**Run 1: metal 4**

Bar = 100 um.
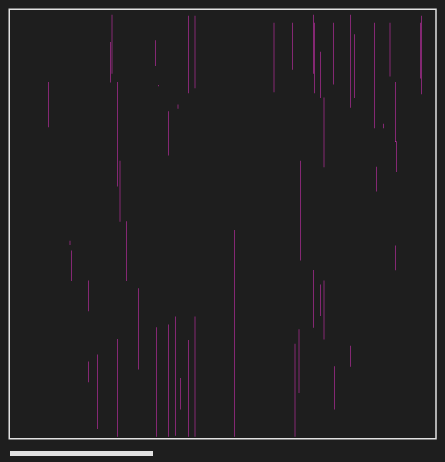
**Run 1: the clock network**

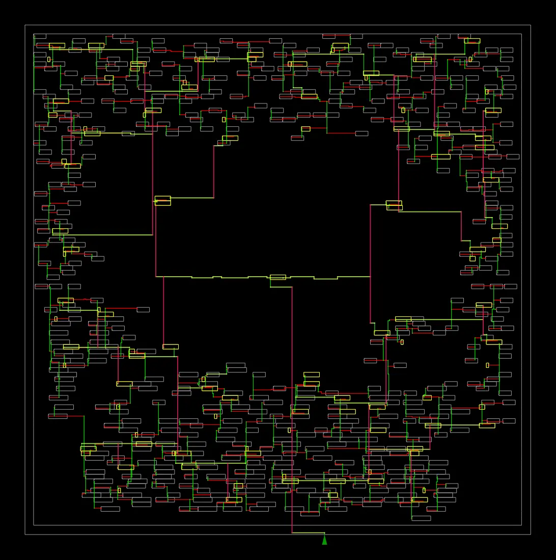
**Run 1: drive-strength map**

Bar = 100 um.
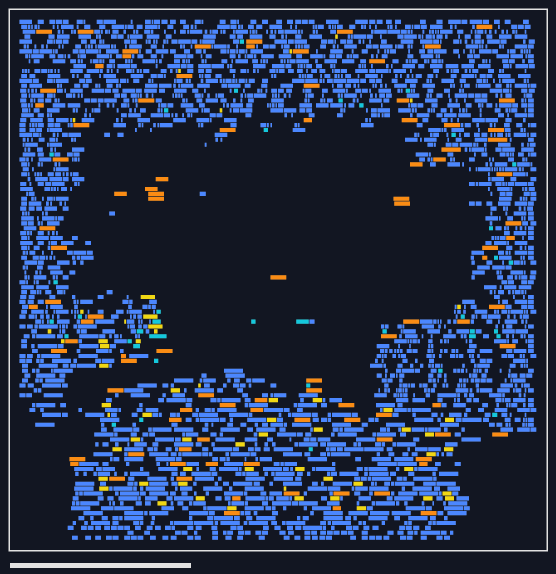
==> src/rtl/ddr_rd_arbiter_if.sv <==
// DDR read command/data port shared by the line-fetch channels.
// The master side issues commands; the slave side is the DDR controller.
interface ddr_rd_arbiter_if #(
    parameter int ADDR_WIDTH = 27,
    parameter int LEN_WIDTH  = 16,
    parameter int DQ_WIDTH   = 32
);
    logic                    ddr_rreq;
    logic [ADDR_WIDTH-1:0]   ddr_raddr;
    logic [LEN_WIDTH-1:0]    ddr_rd_len;
    logic                    ddr_rrdy;
    logic [8*DQ_WIDTH-1:0]   ddr_rdata;
    logic                    ddr_rdata_en;
    logic                    ddr_rdone;

    modport master (
        output ddr_rreq, ddr_raddr, ddr_rd_len,
        input  ddr_rrdy, ddr_rdata, ddr_rdata_en, ddr_rdone
    );

    modport slave (
        input  ddr_rreq, ddr_raddr, ddr_rd_len,
        output ddr_rrdy, ddr_rdata, ddr_rdata_en, ddr_rdone
    );
endinterface

==> src/rtl/ddr_rd_arbiter.sv <==
// Round-robin arbiter sharing one DDR read port among up to four line-fetch
// channels; one outstanding read, returned beats routed back to the owner.
module ddr_rd_arbiter #(
    parameter int CH_NUM     = 4,
    parameter int ADDR_WIDTH = 27,
    parameter int LEN_WIDTH  = 16,
    parameter int DQ_WIDTH   = 32
) (
    input  logic                         ddr_clk,
    input  logic                         ddr_rst,
    input  logic [CH_NUM-1:0]            ch_rreq,
    input  logic [CH_NUM*ADDR_WIDTH-1:0] ch_raddr,
    input  logic [CH_NUM*LEN_WIDTH-1:0]  ch_rd_len,
    output logic [CH_NUM-1:0]            ch_rdata_en,
    output logic [8*DQ_WIDTH-1:0]        ch_rdata,
    output logic [CH_NUM-1:0]            ch_rdone,
    output logic [CH_NUM-1:0]            ch_pending,
    output logic [CH_NUM-1:0]            ch_overrun,
    output logic                         len_err,
    output logic [1:0]                   grant_id,
    ddr_rd_arbiter_if.master             ddr
);

    typedef enum logic [1:0] {IDLE, REQ, DATA} state_t;

    state_t                 state_q;
    state_t                 state_d;
    logic [ADDR_WIDTH-1:0]  hold_addr [CH_NUM];
    logic [LEN_WIDTH-1:0]   hold_len  [CH_NUM];
    logic [CH_NUM-1:0]      grant_oh;
    logic [CH_NUM-1:0]      clear_vec;
    logic                   accept;
    logic                   sel_found;
    logic [1:0]             sel_idx;
    logic [2:0]             scan;
    logic [LEN_WIDTH-1:0]   beat_cnt;
    logic [LEN_WIDTH-1:0]   beat_cnt_d;

    always_comb begin
        for (int c = 0; c < CH_NUM; c++) begin
            grant_oh[c] = (grant_id == 2'(c));
        end
    end

    assign accept        = (state_q == REQ) && ddr.ddr_rrdy;
    assign clear_vec     = accept ? grant_oh : '0;
    assign beat_cnt_d    = beat_cnt + LEN_WIDTH'(ddr.ddr_rdata_en);
    assign ddr.ddr_rreq  = (state_q == REQ);

    // Round-robin: first pending channel starting just after the last grant.
    always_comb begin
        sel_found = 1'b0;
        sel_idx   = grant_id;
        scan      = 3'd0;
        for (int i = 1; i <= CH_NUM; i++) begin
            scan = {1'b0, grant_id} + 3'(i);
            if (scan >= 3'(CH_NUM)) begin
                scan = scan - 3'(CH_NUM);
            end
            if (!sel_found && ch_pending[scan[1:0]]) begin
                sel_found = 1'b1;
                sel_idx   = scan[1:0];
            end
        end
    end

    always_comb begin
        state_d = state_q;
        case (state_q)
            IDLE:    if (sel_found)        state_d = REQ;
            REQ:     if (ddr.ddr_rrdy)     state_d = DATA;
            DATA:    if (ddr.ddr_rdone)    state_d = IDLE;
            default:                       state_d = IDLE;
        endcase
    end

    always_ff @(posedge ddr_clk) begin
        if (ddr_rst) begin
            state_q <= IDLE;
        end else begin
            state_q <= state_d;
        end
    end

    // A pulse landing on the cycle its pending bit is consumed is a fresh request.
    always_ff @(posedge ddr_clk) begin
        if (ddr_rst) begin
            ch_pending <= '0;
            ch_overrun <= '0;
            for (int c = 0; c < CH_NUM; c++) begin
                hold_addr[c] <= '0;
                hold_len[c]  <= '0;
            end
        end else begin
            for (int c = 0; c < CH_NUM; c++) begin
                if (ch_rreq[c] && (!ch_pending[c] || clear_vec[c])) begin
                    hold_addr[c]  <= ch_raddr[c*ADDR_WIDTH +: ADDR_WIDTH];
                    hold_len[c]   <= ch_rd_len[c*LEN_WIDTH +: LEN_WIDTH];
                    ch_pending[c] <= 1'b1;
                end else if (ch_rreq[c]) begin
                    ch_overrun[c] <= 1'b1;
                end else if (clear_vec[c]) begin
                    ch_pending[c] <= 1'b0;
                end
            end
        end
    end

    always_ff @(posedge ddr_clk) begin
        if (ddr_rst) begin
            grant_id       <= 2'(CH_NUM - 1);
            ddr.ddr_raddr  <= '0;
            ddr.ddr_rd_len <= '0;
            beat_cnt       <= '0;
            ch_rdata_en    <= '0;
            ch_rdata       <= '0;
            ch_rdone       <= '0;
            len_err        <= 1'b0;
        end else begin
            ch_rdata_en <= '0;
            ch_rdone    <= '0;
            if (state_q == IDLE && sel_found) begin
                grant_id       <= sel_idx;
                ddr.ddr_raddr  <= hold_addr[sel_idx];
                ddr.ddr_rd_len <= hold_len[sel_idx];
                beat_cnt       <= '0;
            end
            if (state_q == DATA) begin
                beat_cnt <= beat_cnt_d;
                if (ddr.ddr_rdata_en) begin
                    ch_rdata_en <= grant_oh;
                    ch_rdata    <= ddr.ddr_rdata;
                end
                if (ddr.ddr_rdone) begin
                    ch_rdone <= grant_oh;
                    if (beat_cnt_d != ddr.ddr_rd_len) begin
                        len_err <= 1'b1;
                    end
                end
            end
        end
    end

endmodule

==> src/flat_wrapper.sv <==
// flat-port wrapper written by rule: the top's interface ports become plain ports
module ddr_rd_arbiter_flat 
#(
    parameter int CH_NUM     = 4,
    parameter int ADDR_WIDTH = 27,
    parameter int LEN_WIDTH  = 16,
    parameter int DQ_WIDTH   = 32
)
  (ddr_clk, ddr_rst, ch_rreq, ch_raddr, ch_rd_len, ch_rdata_en, ch_rdata, ch_rdone, ch_pending, ch_overrun, len_err, grant_id, ddr_ddr_rreq, ddr_ddr_raddr, ddr_ddr_rd_len, ddr_ddr_rrdy, ddr_ddr_rdata, ddr_ddr_rdata_en, ddr_ddr_rdone);
  ddr_rd_arbiter_if #(.ADDR_WIDTH(ADDR_WIDTH), .LEN_WIDTH(LEN_WIDTH), .DQ_WIDTH(DQ_WIDTH)) ddr_i ();
  input  logic ddr_clk;
  input  logic ddr_rst;
  input  logic [CH_NUM-1:0] ch_rreq;
  input  logic [CH_NUM*ADDR_WIDTH-1:0] ch_raddr;
  input  logic [CH_NUM*LEN_WIDTH-1:0] ch_rd_len;
  output logic [CH_NUM-1:0] ch_rdata_en;
  output logic [8*DQ_WIDTH-1:0] ch_rdata;
  output logic [CH_NUM-1:0] ch_rdone;
  output logic [CH_NUM-1:0] ch_pending;
  output logic [CH_NUM-1:0] ch_overrun;
  output logic len_err;
  output logic [1:0] grant_id;
  output wire logic [$bits(ddr_i.ddr_rreq)-1:0] ddr_ddr_rreq;
  output wire logic [$bits(ddr_i.ddr_raddr)-1:0] ddr_ddr_raddr;
  output wire logic [$bits(ddr_i.ddr_rd_len)-1:0] ddr_ddr_rd_len;
  input wire logic [$bits(ddr_i.ddr_rrdy)-1:0] ddr_ddr_rrdy;
  input wire logic [$bits(ddr_i.ddr_rdata)-1:0] ddr_ddr_rdata;
  input wire logic [$bits(ddr_i.ddr_rdata_en)-1:0] ddr_ddr_rdata_en;
  input wire logic [$bits(ddr_i.ddr_rdone)-1:0] ddr_ddr_rdone;
  assign ddr_ddr_rreq = ddr_i.ddr_rreq;
  assign ddr_ddr_raddr = ddr_i.ddr_raddr;
  assign ddr_ddr_rd_len = ddr_i.ddr_rd_len;
  assign ddr_i.ddr_rrdy = ddr_ddr_rrdy;
  assign ddr_i.ddr_rdata = ddr_ddr_rdata;
  assign ddr_i.ddr_rdata_en = ddr_ddr_rdata_en;
  assign ddr_i.ddr_rdone = ddr_ddr_rdone;
  ddr_rd_arbiter #(.CH_NUM(CH_NUM), .ADDR_WIDTH(ADDR_WIDTH), .LEN_WIDTH(LEN_WIDTH), .DQ_WIDTH(DQ_WIDTH)) u_core (.ddr_clk(ddr_clk), .ddr_rst(ddr_rst), .ch_rreq(ch_rreq), .ch_raddr(ch_raddr), .ch_rd_len(ch_rd_len), .ch_rdata_en(ch_rdata_en), .ch_rdata(ch_rdata), .ch_rdone(ch_rdone), .ch_pending(ch_pending), .ch_overrun(ch_overrun), .len_err(len_err), .grant_id(grant_id), .ddr(ddr_i));
endmodule
==> config.mk <==
export PLATFORM = sky130hd
export DESIGN_NAME = ddr_rd_arbiter_flat
export DESIGN_NICKNAME = d
export VERILOG_FILES = /design/src/rtl/ddr_rd_arbiter_if.sv /design/src/rtl/ddr_rd_arbiter.sv /design/src/flat_wrapper.sv
export SDC_FILE = /design/constraint.sdc
export NUM_CORES = 1
export LEC_CHECK = 0
export CORE_AREA = 5 5 292 294
export DETAILED_ROUTE_END_ITERATION = 8
export DIE_AREA = 0 0 297 299
export SYNTH_ARGS = -nofsm -noshare
export SYNTH_HDL_FRONTEND = slang
export SYNTH_SLANG_ARGS = --single-unit
==> constraint.sdc <==
create_clock -name ddr_clk -period 4.2 [get_ports ddr_clk]
set_clock_uncertainty 0.15 [all_clocks]
set_input_delay 0.84 -clock ddr_clk [delete_from_list [all_inputs] [get_ports ddr_clk]]
set_output_delay 0.84 -clock ddr_clk [all_outputs]
set_load 0.01 [all_outputs]
==> impl_metrics.env, run 1 <==
# source this file to load flow results
export IMPL_seq_share_pct=38.5
export IMPL_status="finished, final reports clean"
export IMPL_synth_area_yosys_mm2=0.0200
export IMPL_setup_viol=0
export IMPL_n_clock_buffer=94
export IMPL_edf_count=172
export IMPL_floorplan_core_area_mm2=0.0826
export IMPL_cp_cell_sequence="inv_1, ha_1, mux4_2, nor2b_4, nor2_2, xnor2_4, buf_4, mux2i_1, a221oi_2"
export IMPL_hpwl_mm=57.5
export IMPL_fp_nets=2457
export IMPL_antenna_cells=16
export IMPL_rows=106
export IMPL_ctsLongestPathBuffers=3
export IMPL_met2WireLength_mm=37.7
export IMPL_regMostFlops="u_core.ch_rdata"
export IMPL_first_global_vias=16600
export IMPL_xor_share_pct=1.28
export IMPL_die_area_mm2=0.0888
export IMPL_p_sw_share_pct=28.9
export IMPL_critical_path_buf_inv_count=2
export IMPL_switching_power_w=0.00416
export IMPL_crit_path_end="u_core.ddr.ddr_raddr[6]"
export IMPL_pg_comb_w=0.00351
export IMPL_aoi_share_pct=12.6
export IMPL_area_growth_pct=54.3
export IMPL_top_logic_kind="simple AND/OR/NAND/NOR gates"
export IMPL_fmax_mhz=298
export IMPL_hold_end="u_core.ch_rdata[179]"
export IMPL_drc=0
export IMPL_syn_cell_area_mm2=0.0200
export IMPL_openroad_warnings=33
export IMPL_worstReg2RegEnd="u_core.ddr.ddr_raddr[6]"
export IMPL_finalHoldViolations=0
export IMPL_grt_max_degree=198
export IMPL_rsz0062_at_grt="false"
export IMPL_top_usage_layer="met2"
export IMPL_tns_ps=0
export IMPL_grt_usage_pct=16.6
export IMPL_post_route_period_util_pct=79.9
export IMPL_comb_multi_input_count=1349
export IMPL_die_y_um=299
export IMPL_timing_hold_worst_class="reg -> reg"
export IMPL_synth_cellmix_adderShare_pct=0.375
export IMPL_comb_area_mm2=0.00750
export IMPL_grt_util_met2_pct=27.6
-- 'metal 4' (at the start) --
main direction	vertical
longest straight run	144 um

-- 'the clock network' (at the start) --
clk_lat worst skew: 590 ps
CTS buffer count: 59
flop count: 508

-- 'drive-strength map' (at the start) --
color	size	cells	share
yellow	_2 cells	59	2.1%
cyan	_3 and _4 cells	38	1.4%
blue	_0 and _1 cells	2,580	93%
orange	_6 and larger	96	3.5%

## Run 2: what changed since run 1
==> constraint.sdc (replaced) <==
create_clock -name ddr_clk -period 3.35 [get_ports ddr_clk]
set_clock_uncertainty 0.15 [all_clocks]
set_input_delay 0.67 -clock ddr_clk [delete_from_list [all_inputs] [get_ports ddr_clk]]
set_output_delay 0.67 -clock ddr_clk [all_outputs]
set_load 0.01 [all_outputs]
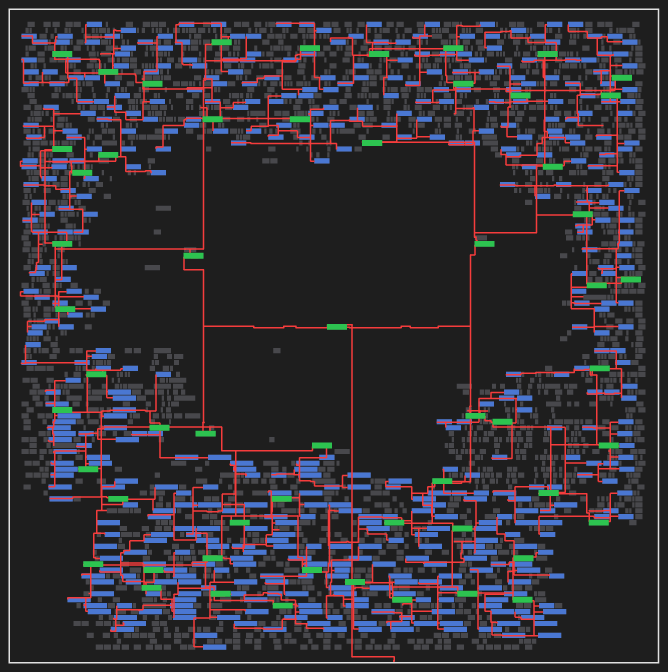
**Above:** run 2 (clock network drawn from the DEF).
[blue] flip-flops | count: 508
[green] clock drivers | count: 57
[red] clock wires | length: 7,350 um
routed clock nets	58

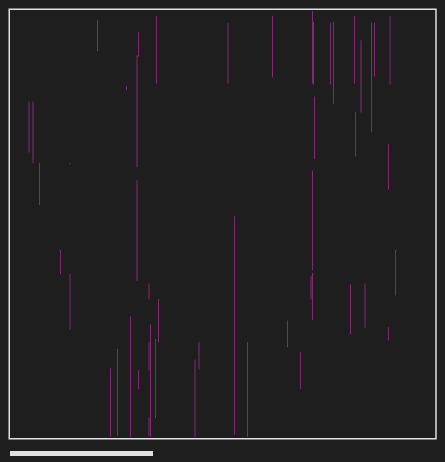
**Above:** run 2 (metal 4).
Bar = 100 um.
longest straight run	152 um
share of all routed wire	2.5%

==> impl_metrics.env, run 2 <==
# source this file to load flow results
export IMPL_pg_comb_w=0.00446
export IMPL_xor_share_pct=1.28
export IMPL_dpl_cell_area_mm2=0.0291
export IMPL_p_seq_w=0.00716
export IMPL_drc=0
export IMPL_synth_area_yosys_mm2=0.0200
export IMPL_top_usage_layer="met2"
export IMPL_p_sw_share_pct=28.9
export IMPL_antenna_cells=10
export IMPL_syn_cell_area_mm2=0.0200
export IMPL_ctsLongestPathBuffers=3
export IMPL_crit_path_end="u_core.ddr.ddr_raddr[21]"
export IMPL_rsz0062_at_grt="false"
export IMPL_edf_count=172
export IMPL_hpwl_mm=58.3
export IMPL_switching_power_w=0.00523
export IMPL_worstReg2RegEnd="u_core.ddr.ddr_raddr[21]"
export IMPL_top_logic_kind="simple AND/OR/NAND/NOR gates"
export IMPL_nNonClkBuffers=817
export IMPL_comb_area_mm2=0.00750
export IMPL_grt_max_degree=191
export IMPL_numSequentialCells=508
export IMPL_io_buffers=755
export IMPL_fmax_mhz=329
export IMPL_die_area_mm2=0.0888
export IMPL_aoi_share_pct=12.6
export IMPL_tns_ps=0
export IMPL_dr_pass1_iters=7
export IMPL_cp_cell_sequence="inv_1, ha_1, mux4_2, nor2b_4, nor2_2, xnor2_4, buf_12, buf_4, mux2i_1, a221oi_2"
export IMPL_openroad_warnings=33
export IMPL_yosys_cells=2014
export IMPL_crit_slowest_cell="xnor2_4"
export IMPL_synth_top_area_share_pct=33.6
export IMPL_die_y_um=299
export IMPL_finalHoldViolations=0
export IMPL_num_fill_cells=8270
export IMPL_grt_util_met2_pct=28.0
export IMPL_area_growth_pct=55.3
export IMPL_post_route_period_util_pct=90.7
export IMPL_synth_cellmix_adderShare_pct=0.375
export IMPL_seq_share_pct=38.3
export IMPL_grt_usage_pct=16.7
export IMPL_fp_nets=2457
export IMPL_common_cells="541 x nand2_1, 336 x dfxtp_1, 282 x a21oi_1"
export IMPL_regMostFlops="u_core.ch_rdata"
export IMPL_comb_multi_input_count=1349
export IMPL_setup_viol=0
export IMPL_timing_hold_worst_class="in -> reg"
export IMPL_yosys_warnings=0
export IMPL_clock_latency_ps=610
export IMPL_status="finished, final reports clean"
export IMPL_hold_end="u_core.ch_overrun[0]"
export IMPL_first_global_vias=17200
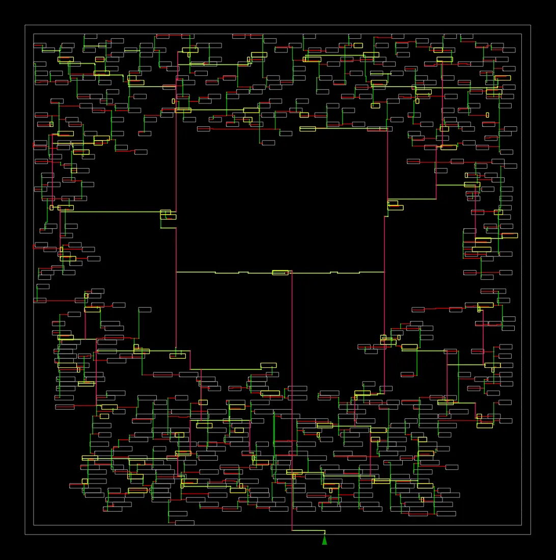
**Above:** run 2 (the clock network).
Clock Power: 0.00646 W
Clock Buffer Count: 90
CTS buffer count: 57

Power figures rest on the tool's default switching activity, not on a simulated workload.
